### config.mk
export PLATFORM = sky130hd
export DESIGN_NAME = alu_share_sched_flat
export DESIGN_NICKNAME = d
export VERILOG_FILES = /design/src/rtl/alu_share_sched_if.sv /design/src/rtl/alu_share_sched.sv /design/src/flat_wrapper.sv
export SDC_FILE = /design/constraint.sdc
export NUM_CORES = 1
export LEC_CHECK = 0
export ABC_AREA = 1
export CAP_MARGIN = 20
export CORE_UTILIZATION = 36
export CTS_CLUSTER_DIAMETER = 30
export DETAILED_ROUTE_END_ITERATION = 10
export GPL_TIMING_DRIVEN = 0
export HOLD_SLACK_MARGIN = 0.08
export PLACE_DENSITY = 0.87
export SLEW_MARGIN = 20
export SYNTH_ARGS = -nofsm -noshare
export SYNTH_HDL_FRONTEND = slang
export SYNTH_SLANG_ARGS = --single-unit
### constraint.sdc
create_clock -name clk_i -period 1.45 [get_ports clk_i]
set_input_delay 0.145 -clock clk_i [delete_from_list [all_inputs] [get_ports clk_i]]
set_output_delay 0.145 -clock clk_i [all_outputs]
set_load 0.02 [all_outputs]
### src/rtl/alu_share_sched_if.sv
// Request/response/ALU bus between the shared-ALU scheduler and its clients.
// The scheduler uses the slave view; requesters, responders and the ALU use master.
interface alu_share_sched_if;
  logic        req0_valid_i;
  logic        req0_ready_o;
  logic [31:0] req0_data1_i;
  logic [31:0] req0_data2_i;
  logic [2:0]  req0_ctrl_i;
  logic        req1_valid_i;
  logic        req1_ready_o;
  logic [31:0] req1_data1_i;
  logic [31:0] req1_data2_i;
  logic [2:0]  req1_ctrl_i;
  logic        resp0_valid_o;
  logic        resp0_ready_i;
  logic        resp1_valid_o;
  logic        resp1_ready_i;
  logic [31:0] resp_data_o;
  logic [31:0] alu_data1_o;
  logic [31:0] alu_data2_o;
  logic [2:0]  alu_ctrl_o;
  logic [31:0] alu_data_i;
  logic        busy_o;
  logic [15:0] op_count_o;

  modport slave (
    input  req0_valid_i, req0_data1_i, req0_data2_i, req0_ctrl_i,
    input  req1_valid_i, req1_data1_i, req1_data2_i, req1_ctrl_i,
    input  resp0_ready_i, resp1_ready_i, alu_data_i,
    output req0_ready_o, req1_ready_o, resp0_valid_o, resp1_valid_o,
    output resp_data_o, alu_data1_o, alu_data2_o, alu_ctrl_o, busy_o, op_count_o
  );

  modport master (
    output req0_valid_i, req0_data1_i, req0_data2_i, req0_ctrl_i,
    output req1_valid_i, req1_data1_i, req1_data2_i, req1_ctrl_i,
    output resp0_ready_i, resp1_ready_i, alu_data_i,
    input  req0_ready_o, req1_ready_o, resp0_valid_o, resp1_valid_o,
    input  resp_data_o, alu_data1_o, alu_data2_o, alu_ctrl_o, busy_o, op_count_o
  );
endinterface

### src/rtl/alu_share_sched.sv
// Time-shares one combinational ALU between two requesters.
// IDLE grants round-robin, EXEC holds registered operands on the ALU
// (MUL for MUL_CYCLES cycles), RESP returns the result to the owner.
module alu_share_sched #(
  parameter int unsigned MUL_CYCLES = 3,
  parameter logic [2:0]  MUL_CODE   = 3'b101
) (
  input  logic             clk_i,
  input  logic             rst_i,
  alu_share_sched_if.slave bus
);

  typedef enum logic [1:0] {IDLE, EXEC, RESP} state_t;

  localparam logic [3:0] MUL_LOAD = 4'(MUL_CYCLES - 1);

  state_t      state_q;
  logic        ptr_q;
  logic        owner_q;
  logic [31:0] d1_q, d2_q, rdata_q;
  logic [2:0]  ctrl_q;
  logic [3:0]  cnt_q;
  logic        busy_q, rv0_q, rv1_q;
  logic [15:0] ops_q;

  logic        gnt0, gnt1, rdy0, rdy1, own_rdy;
  logic [31:0] sel_d1, sel_d2;
  logic [2:0]  sel_ctrl;

  // Round-robin grant and capture mux; ready is held low while in reset
  always_comb begin
    gnt0     = bus.req0_valid_i && (!bus.req1_valid_i || !ptr_q);
    gnt1     = bus.req1_valid_i && (!bus.req0_valid_i ||  ptr_q);
    rdy0     = rst_i && (state_q == IDLE) && gnt0;
    rdy1     = rst_i && (state_q == IDLE) && gnt1;
    sel_d1   = rdy1 ? bus.req1_data1_i : bus.req0_data1_i;
    sel_d2   = rdy1 ? bus.req1_data2_i : bus.req0_data2_i;
    sel_ctrl = rdy1 ? bus.req1_ctrl_i  : bus.req0_ctrl_i;
    own_rdy  = owner_q ? bus.resp1_ready_i : bus.resp0_ready_i;
  end

  // Scheduler FSM with registered outputs
  always_ff @(posedge clk_i or negedge rst_i) begin
    if (!rst_i) begin
      state_q <= IDLE;
      ptr_q   <= 1'b0;
      owner_q <= 1'b0;
      d1_q    <= '0;
      d2_q    <= '0;
      ctrl_q  <= '0;
      cnt_q   <= '0;
      rdata_q <= '0;
      busy_q  <= 1'b0;
      rv0_q   <= 1'b0;
      rv1_q   <= 1'b0;
      ops_q   <= '0;
    end else begin
      case (state_q)
        IDLE: begin
          if (rdy0 || rdy1) begin
            d1_q    <= sel_d1;
            d2_q    <= sel_d2;
            ctrl_q  <= sel_ctrl;
            owner_q <= rdy1;
            cnt_q   <= (sel_ctrl == MUL_CODE) ? MUL_LOAD : 4'd0;
            state_q <= EXEC;
            busy_q  <= 1'b1;
          end
        end
        EXEC: begin
          if (cnt_q != 4'd0) begin
            cnt_q <= cnt_q - 4'd1;
          end else begin
            rdata_q <= bus.alu_data_i;
            rv0_q   <= !owner_q;
            rv1_q   <=  owner_q;
            state_q <= RESP;
          end
        end
        RESP: begin
          // Only the owner's ready completes the response
          if (own_rdy) begin
            rv0_q   <= 1'b0;
            rv1_q   <= 1'b0;
            ptr_q   <= ~owner_q;
            ops_q   <= ops_q + 16'd1;
            busy_q  <= 1'b0;
            state_q <= IDLE;
          end
        end
        default: begin
          state_q <= IDLE;
          busy_q  <= 1'b0;
        end
      endcase
    end
  end

  assign bus.req0_ready_o  = rdy0;
  assign bus.req1_ready_o  = rdy1;
  assign bus.resp0_valid_o = rv0_q;
  assign bus.resp1_valid_o = rv1_q;
  assign bus.resp_data_o   = rdata_q;
  assign bus.alu_data1_o   = d1_q;
  assign bus.alu_data2_o   = d2_q;
  assign bus.alu_ctrl_o    = ctrl_q;
  assign bus.busy_o        = busy_q;
  assign bus.op_count_o    = ops_q;

endmodule

### src/flat_wrapper.sv
// flat-port wrapper written by rule: the top's interface ports become plain ports
module alu_share_sched_flat 
#(
  parameter int unsigned MUL_CYCLES = 3,
  parameter logic [2:0]  MUL_CODE   = 3'b101
)
  (clk_i, rst_i, bus_req0_valid_i, bus_req0_data1_i, bus_req0_data2_i, bus_req0_ctrl_i, bus_req1_valid_i, bus_req1_data1_i, bus_req1_data2_i, bus_req1_ctrl_i, bus_resp0_ready_i, bus_resp1_ready_i, bus_alu_data_i, bus_req0_ready_o, bus_req1_ready_o, bus_resp0_valid_o, bus_resp1_valid_o, bus_resp_data_o, bus_alu_data1_o, bus_alu_data2_o, bus_alu_ctrl_o, bus_busy_o, bus_op_count_o);
  alu_share_sched_if bus_i ();
  input  logic clk_i;
  input  logic rst_i;
  input wire logic [$bits(bus_i.req0_valid_i)-1:0] bus_req0_valid_i;
  input wire logic [$bits(bus_i.req0_data1_i)-1:0] bus_req0_data1_i;
  input wire logic [$bits(bus_i.req0_data2_i)-1:0] bus_req0_data2_i;
  input wire logic [$bits(bus_i.req0_ctrl_i)-1:0] bus_req0_ctrl_i;
  input wire logic [$bits(bus_i.req1_valid_i)-1:0] bus_req1_valid_i;
  input wire logic [$bits(bus_i.req1_data1_i)-1:0] bus_req1_data1_i;
  input wire logic [$bits(bus_i.req1_data2_i)-1:0] bus_req1_data2_i;
  input wire logic [$bits(bus_i.req1_ctrl_i)-1:0] bus_req1_ctrl_i;
  input wire logic [$bits(bus_i.resp0_ready_i)-1:0] bus_resp0_ready_i;
  input wire logic [$bits(bus_i.resp1_ready_i)-1:0] bus_resp1_ready_i;
  input wire logic [$bits(bus_i.alu_data_i)-1:0] bus_alu_data_i;
  output wire logic [$bits(bus_i.req0_ready_o)-1:0] bus_req0_ready_o;
  output wire logic [$bits(bus_i.req1_ready_o)-1:0] bus_req1_ready_o;
  output wire logic [$bits(bus_i.resp0_valid_o)-1:0] bus_resp0_valid_o;
  output wire logic [$bits(bus_i.resp1_valid_o)-1:0] bus_resp1_valid_o;
  output wire logic [$bits(bus_i.resp_data_o)-1:0] bus_resp_data_o;
  output wire logic [$bits(bus_i.alu_data1_o)-1:0] bus_alu_data1_o;
  output wire logic [$bits(bus_i.alu_data2_o)-1:0] bus_alu_data2_o;
  output wire logic [$bits(bus_i.alu_ctrl_o)-1:0] bus_alu_ctrl_o;
  output wire logic [$bits(bus_i.busy_o)-1:0] bus_busy_o;
  output wire logic [$bits(bus_i.op_count_o)-1:0] bus_op_count_o;
  assign bus_i.req0_valid_i = bus_req0_valid_i;
  assign bus_i.req0_data1_i = bus_req0_data1_i;
  assign bus_i.req0_data2_i = bus_req0_data2_i;
  assign bus_i.req0_ctrl_i = bus_req0_ctrl_i;
  assign bus_i.req1_valid_i = bus_req1_valid_i;
  assign bus_i.req1_data1_i = bus_req1_data1_i;
  assign bus_i.req1_data2_i = bus_req1_data2_i;
  assign bus_i.req1_ctrl_i = bus_req1_ctrl_i;
  assign bus_i.resp0_ready_i = bus_resp0_ready_i;
  assign bus_i.resp1_ready_i = bus_resp1_ready_i;
  assign bus_i.alu_data_i = bus_alu_data_i;
  assign bus_req0_ready_o = bus_i.req0_ready_o;
  assign bus_req1_ready_o = bus_i.req1_ready_o;
  assign bus_resp0_valid_o = bus_i.resp0_valid_o;
  assign bus_resp1_valid_o = bus_i.resp1_valid_o;
  assign bus_resp_data_o = bus_i.resp_data_o;
  assign bus_alu_data1_o = bus_i.alu_data1_o;
  assign bus_alu_data2_o = bus_i.alu_data2_o;
  assign bus_alu_ctrl_o = bus_i.alu_ctrl_o;
  assign bus_busy_o = bus_i.busy_o;
  assign bus_op_count_o = bus_i.op_count_o;
  alu_share_sched #(.MUL_CYCLES(MUL_CYCLES), .MUL_CODE(MUL_CODE)) u_core (.clk_i(clk_i), .rst_i(rst_i), .bus(bus_i));
endmodule
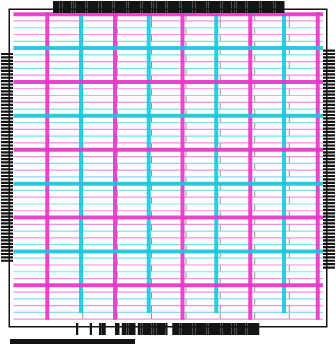
*PDN straps and rails, run 1*
Scale bar: 50 um. Pins as bars on the die edge. Tap cells in gray.
[cyan] VDD
[magenta] VSS
rows: 45
met5 straps: 9
met1 rails: 46

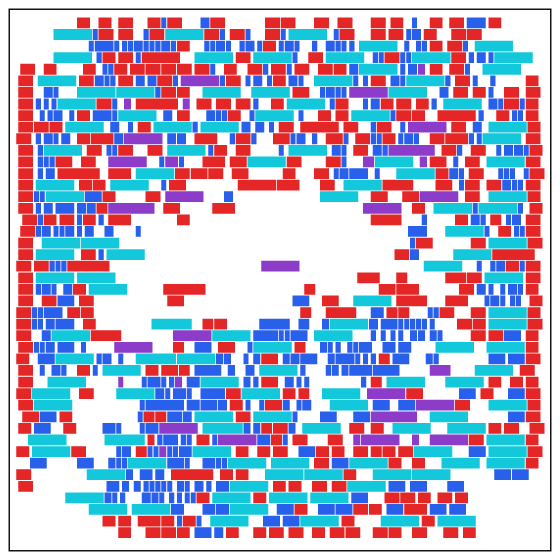
*Placed cells, one color a class, run 1*
[cyan] sequential cells | cells: 126
[blue] remaining logic cells | cells: 446
[purple] clock drivers and dummy loads | cells: 32
[red] remaining buffers and delay cells | cells: 362

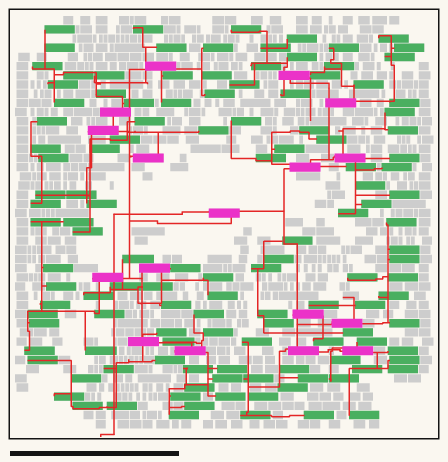
*Routed clock nets over the placement, run 1*
Scale bar: 50 um.
[green] flip-flops | count: 126
[magenta] clock-net drivers | count: 17
[red] clock wires | length: 1,720 um
flops lie: spread over the die

==> impl_metrics.csv, run 1 <==
group,metric,value,unit
clocking,cts_sinks,126,
clocking,post_cts_resized,231,
synth,post-synth-top-count-cell,"nand2_1",
cells_and_area,nNonClkBuffers,362,
global_route,grt_usage,24.3,%
global_route,antenna_found_initial,0,
routing,drt-initial-drc-count,372,
outcome,status,"finished with violations",
cells_and_area,postLayoutCoreUtil,67.4,%
global_route,met3_usage,5.95,%
sta,hold_violations,62,
synth,flop_cell,"dfrtp_1",
sta,worstMarginPinSlew,0.494,ns
cells_and_area,multiInputGateArea,2420,um^2
critical_path,crit_fanout,9,
power_and_ir_drop,power.share.clock,20.5,%
synth,synth.top_cell.area_share,56.2,%
place,placed_cell_area,8790,um^2
power_and_ir_drop,p_comb_share,50.6,%
place,gp_congestion,0.840,
sta,period_used_share,113,%
critical_path,r2r_cells,11,
sta,slew_headroom,67.1,%
cells_and_area,lay_top_count,"nand2_1",
cells_and_area,top_area_cell_class,"buffers",
sta,timing.final.ws_setup,-0.189,ns
sta,fin_crit,1.64,ns
critical_path,r2r_slack,-0.19,ns
critical_path,cp_data_arrival_time,1.94,ns
sta,holdWs,-0.342,ns
routing,dr_wl_met3,1420,um
outcome,failed_checks,"hold timing, setup timing",
power_and_ir_drop,p_clk,4.28,mW
floorplanning,rows,45,
clocking,cts_tree,"done",
routing,wl_per_cell,17.6,um
synth,top_cells_by_area,"dfrtp_1 (56%), nand2_1 (12%), a31oi_1 (7.3%)",
cells_and_area,layout.nets,1128,
cells_and_area,final_cell_mix,"nand2_1 (173), clkdlybuf4s50_1 (170), dfrtp_1 (122)",
cells_and_area,stdcell_count,1154,
sta,fin_setup_tns,-7.70,ns
synth,yosys_cells,604,
cells_and_area,drive_above_1_share,19.3,%
synth,fp_nets,779,
clocking,cts.htree.levels,4,
routing,drc,0,
global_route,grt_overflow,0,
sta,final-setup-viol-count,80,
clocking,cts_buffers,17,
critical_path,crit_chain,"inv_2 -> nand2_4 -> nor2_4 -> buf_4 -> nand2_4 -> nand2_8 -> buf_12 -> buf_12 -> nor2_2 -> o21ai_1 -> nand2_1",
==> run 1 -> run 2 <==
--- a/config.mk
+++ b/config.mk
@@ -11,2 +11,3 @@
 export CTS_CLUSTER_DIAMETER = 30
+export CTS_CLUSTER_SIZE = 12
 export DETAILED_ROUTE_END_ITERATION = 10
==> constraint.sdc (replaced) <==
create_clock -name clk_i -period 1.45 [get_ports clk_i]
set_input_delay 0.2175 -clock clk_i [delete_from_list [all_inputs] [get_ports clk_i]]
set_output_delay 0.2175 -clock clk_i [all_outputs]
set_load 0.02 [all_outputs]
==> run 2 against run 1 <==
Effect of this change:
- the flow still finishes with violations (hold timing, setup timing)
- count of clock-buffer cells in the layout is the same
- critical path depth shrank 7
- cell area shrank 1.7%
- core utilization shrank 1.1 points
- combinational power shrank 6%
- maximum frequency shrank 4.8%
- synthesized cell count is the same
- routed wire length shrank 5.8%
- first-iteration DRC count shrank 10%
- critical endpoint is now bus_req0_ready_o
==> impl_metrics.csv, run 2 <==
group,metric,value,unit
outcome,status,"finished with violations",
outcome,failed_checks,"hold timing, setup timing",
cells_and_area,final_cell_mix,"nand2_1 (170), clkdlybuf4s50_1 (170), dfrtp_1 (122)",
sta,hold_violations,62,
synth,post-synth-top-count-cell,"nand2_1",
critical_path,r2r_cells,10,
place,gp_congestion,0.840,
sta,worstMarginPinSlew,0.494,ns
sta,fin_setup_tns,-9.89,ns
power_and_ir_drop,p_comb_share,49.4,%
sta,period_used_share,119,%
global_route,met3_usage,5.99,%
cells_and_area,layout.nets,1123,
synth,yosys_cells,604,
cells_and_area,multiInputGateArea,2370,um^2
routing,dr_wl_met3,1360,um
sta,holdWs,-0.266,ns
power_and_ir_drop,p_clk,4.26,mW
floorplanning,rows,45,
sta,timing.final.ws_setup,-0.272,ns
routing,drc,0,
critical_path,cp_data_arrival_time,1.50,ns
synth,flop_cell,"dfrtp_1",
synth,top_cells_by_area,"dfrtp_1 (56%), nand2_1 (12%), a31oi_1 (7.3%)",
critical_path,r2r_slack,-0.22,ns
cells_and_area,top_area_cell_class,"buffers",
global_route,grt_usage,23.5,%
sta,final-setup-viol-count,79,
cells_and_area,drive_above_1_share,17.6,%
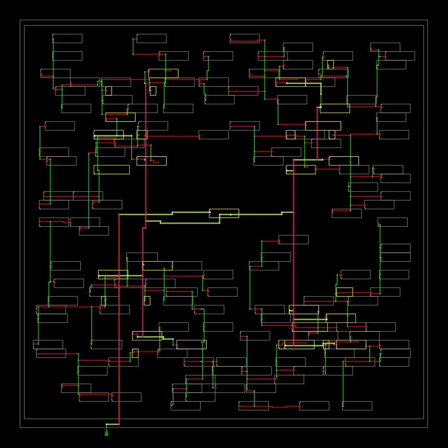
*Clock wiring as the flow saved it, run 2*
clk_skew: 0.00474 ns
flop count: 126
clk latency late pin: 0.41 ns
Clock Sinks: 126
CLK BUF: 19

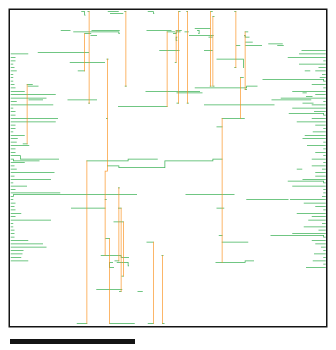
*Metal layers overlaid, run 2*
Scale bar: 50 um. Two of the layers only.
[green] M3 | wire length: 1,360 um
[orange] M4 | wire length: 722 um

==> run 2 -> run 3 <==
RECOVER_POWER = 100   (was default)
==> run 3 against run 2 <==
Effect of this change:
- core utilization is the same
- total power is the same
- clock skew is the same
- highest routed layer unchanged
- cell area is the same
- worst setup slack is the same
- cell count is the same
- sequential power is essentially flat
- the run still ends with hold timing, setup timing left
- largest power group unchanged
- register-to-register slack is essentially flat
- non-clock buffer count is the same
- first-iteration DRC count is the same
- critical path depth is the same
- critical endpoint unchanged
- flip-flop count is the same
==> impl_metrics.csv, run 3 <==
group,metric,value,unit
sta,holdWs,-0.266,ns
sta,worstMarginPinSlew,0.494,ns
outcome,status,"finished with violations",
critical_path,r2r_cells,10,
synth,flop_cell,"dfrtp_1",
global_route,grt_usage,23.5,%
outcome,failed_checks,"hold timing, setup timing",
sta,skew,0.00474,ns
clocking,cts_sinks,126,
floorplanning,rows,45,
cells_and_area,flops,126,
routing,drc,0,
sta,timing.final.ws_setup,-0.272,ns
cells_and_area,top_area_cell_class,"buffers",
routing,dr_wl_met3,1360,um
power_and_ir_drop,p_comb_share,49.4,%
synth,yosys_cells,604,
global_route,met3_usage,5.99,%
sta,hold_violations,62,
sta,period_used_share,119,%
cells_and_area,nClkBuffers,19,
sta,final-setup-viol-count,79,
sta,fin_setup_tns,-9.89,ns
cells_and_area,multiInputGateArea,2370,um^2
synth,post-synth-top-count-cell,"nand2_1",
cells_and_area,drive_above_1_share,17.6,%
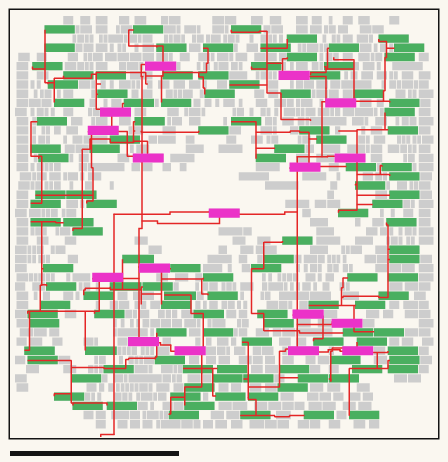
*Routed clock nets over the placement, run 3*
Scale bar: 50 um.
[green] flip-flops | count: 126
[red] clock wires | length: 1,690 um
[magenta] clock-net drivers | count: 17
routed clock nets: 18

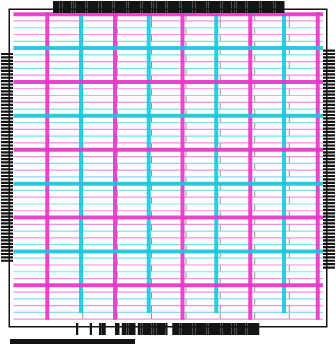
*PDN straps and rails, run 3*
Scale bar: 50 um. Pins as bars on the die edge. Tap cells in gray.
[magenta] VSS
[cyan] VDD
rows: 45
met4 straps: 9
tap cells: 188
met1 rails: 46
met5 straps: 9

Power figures rest on the tool's default switching activity, not on a simulated workload.
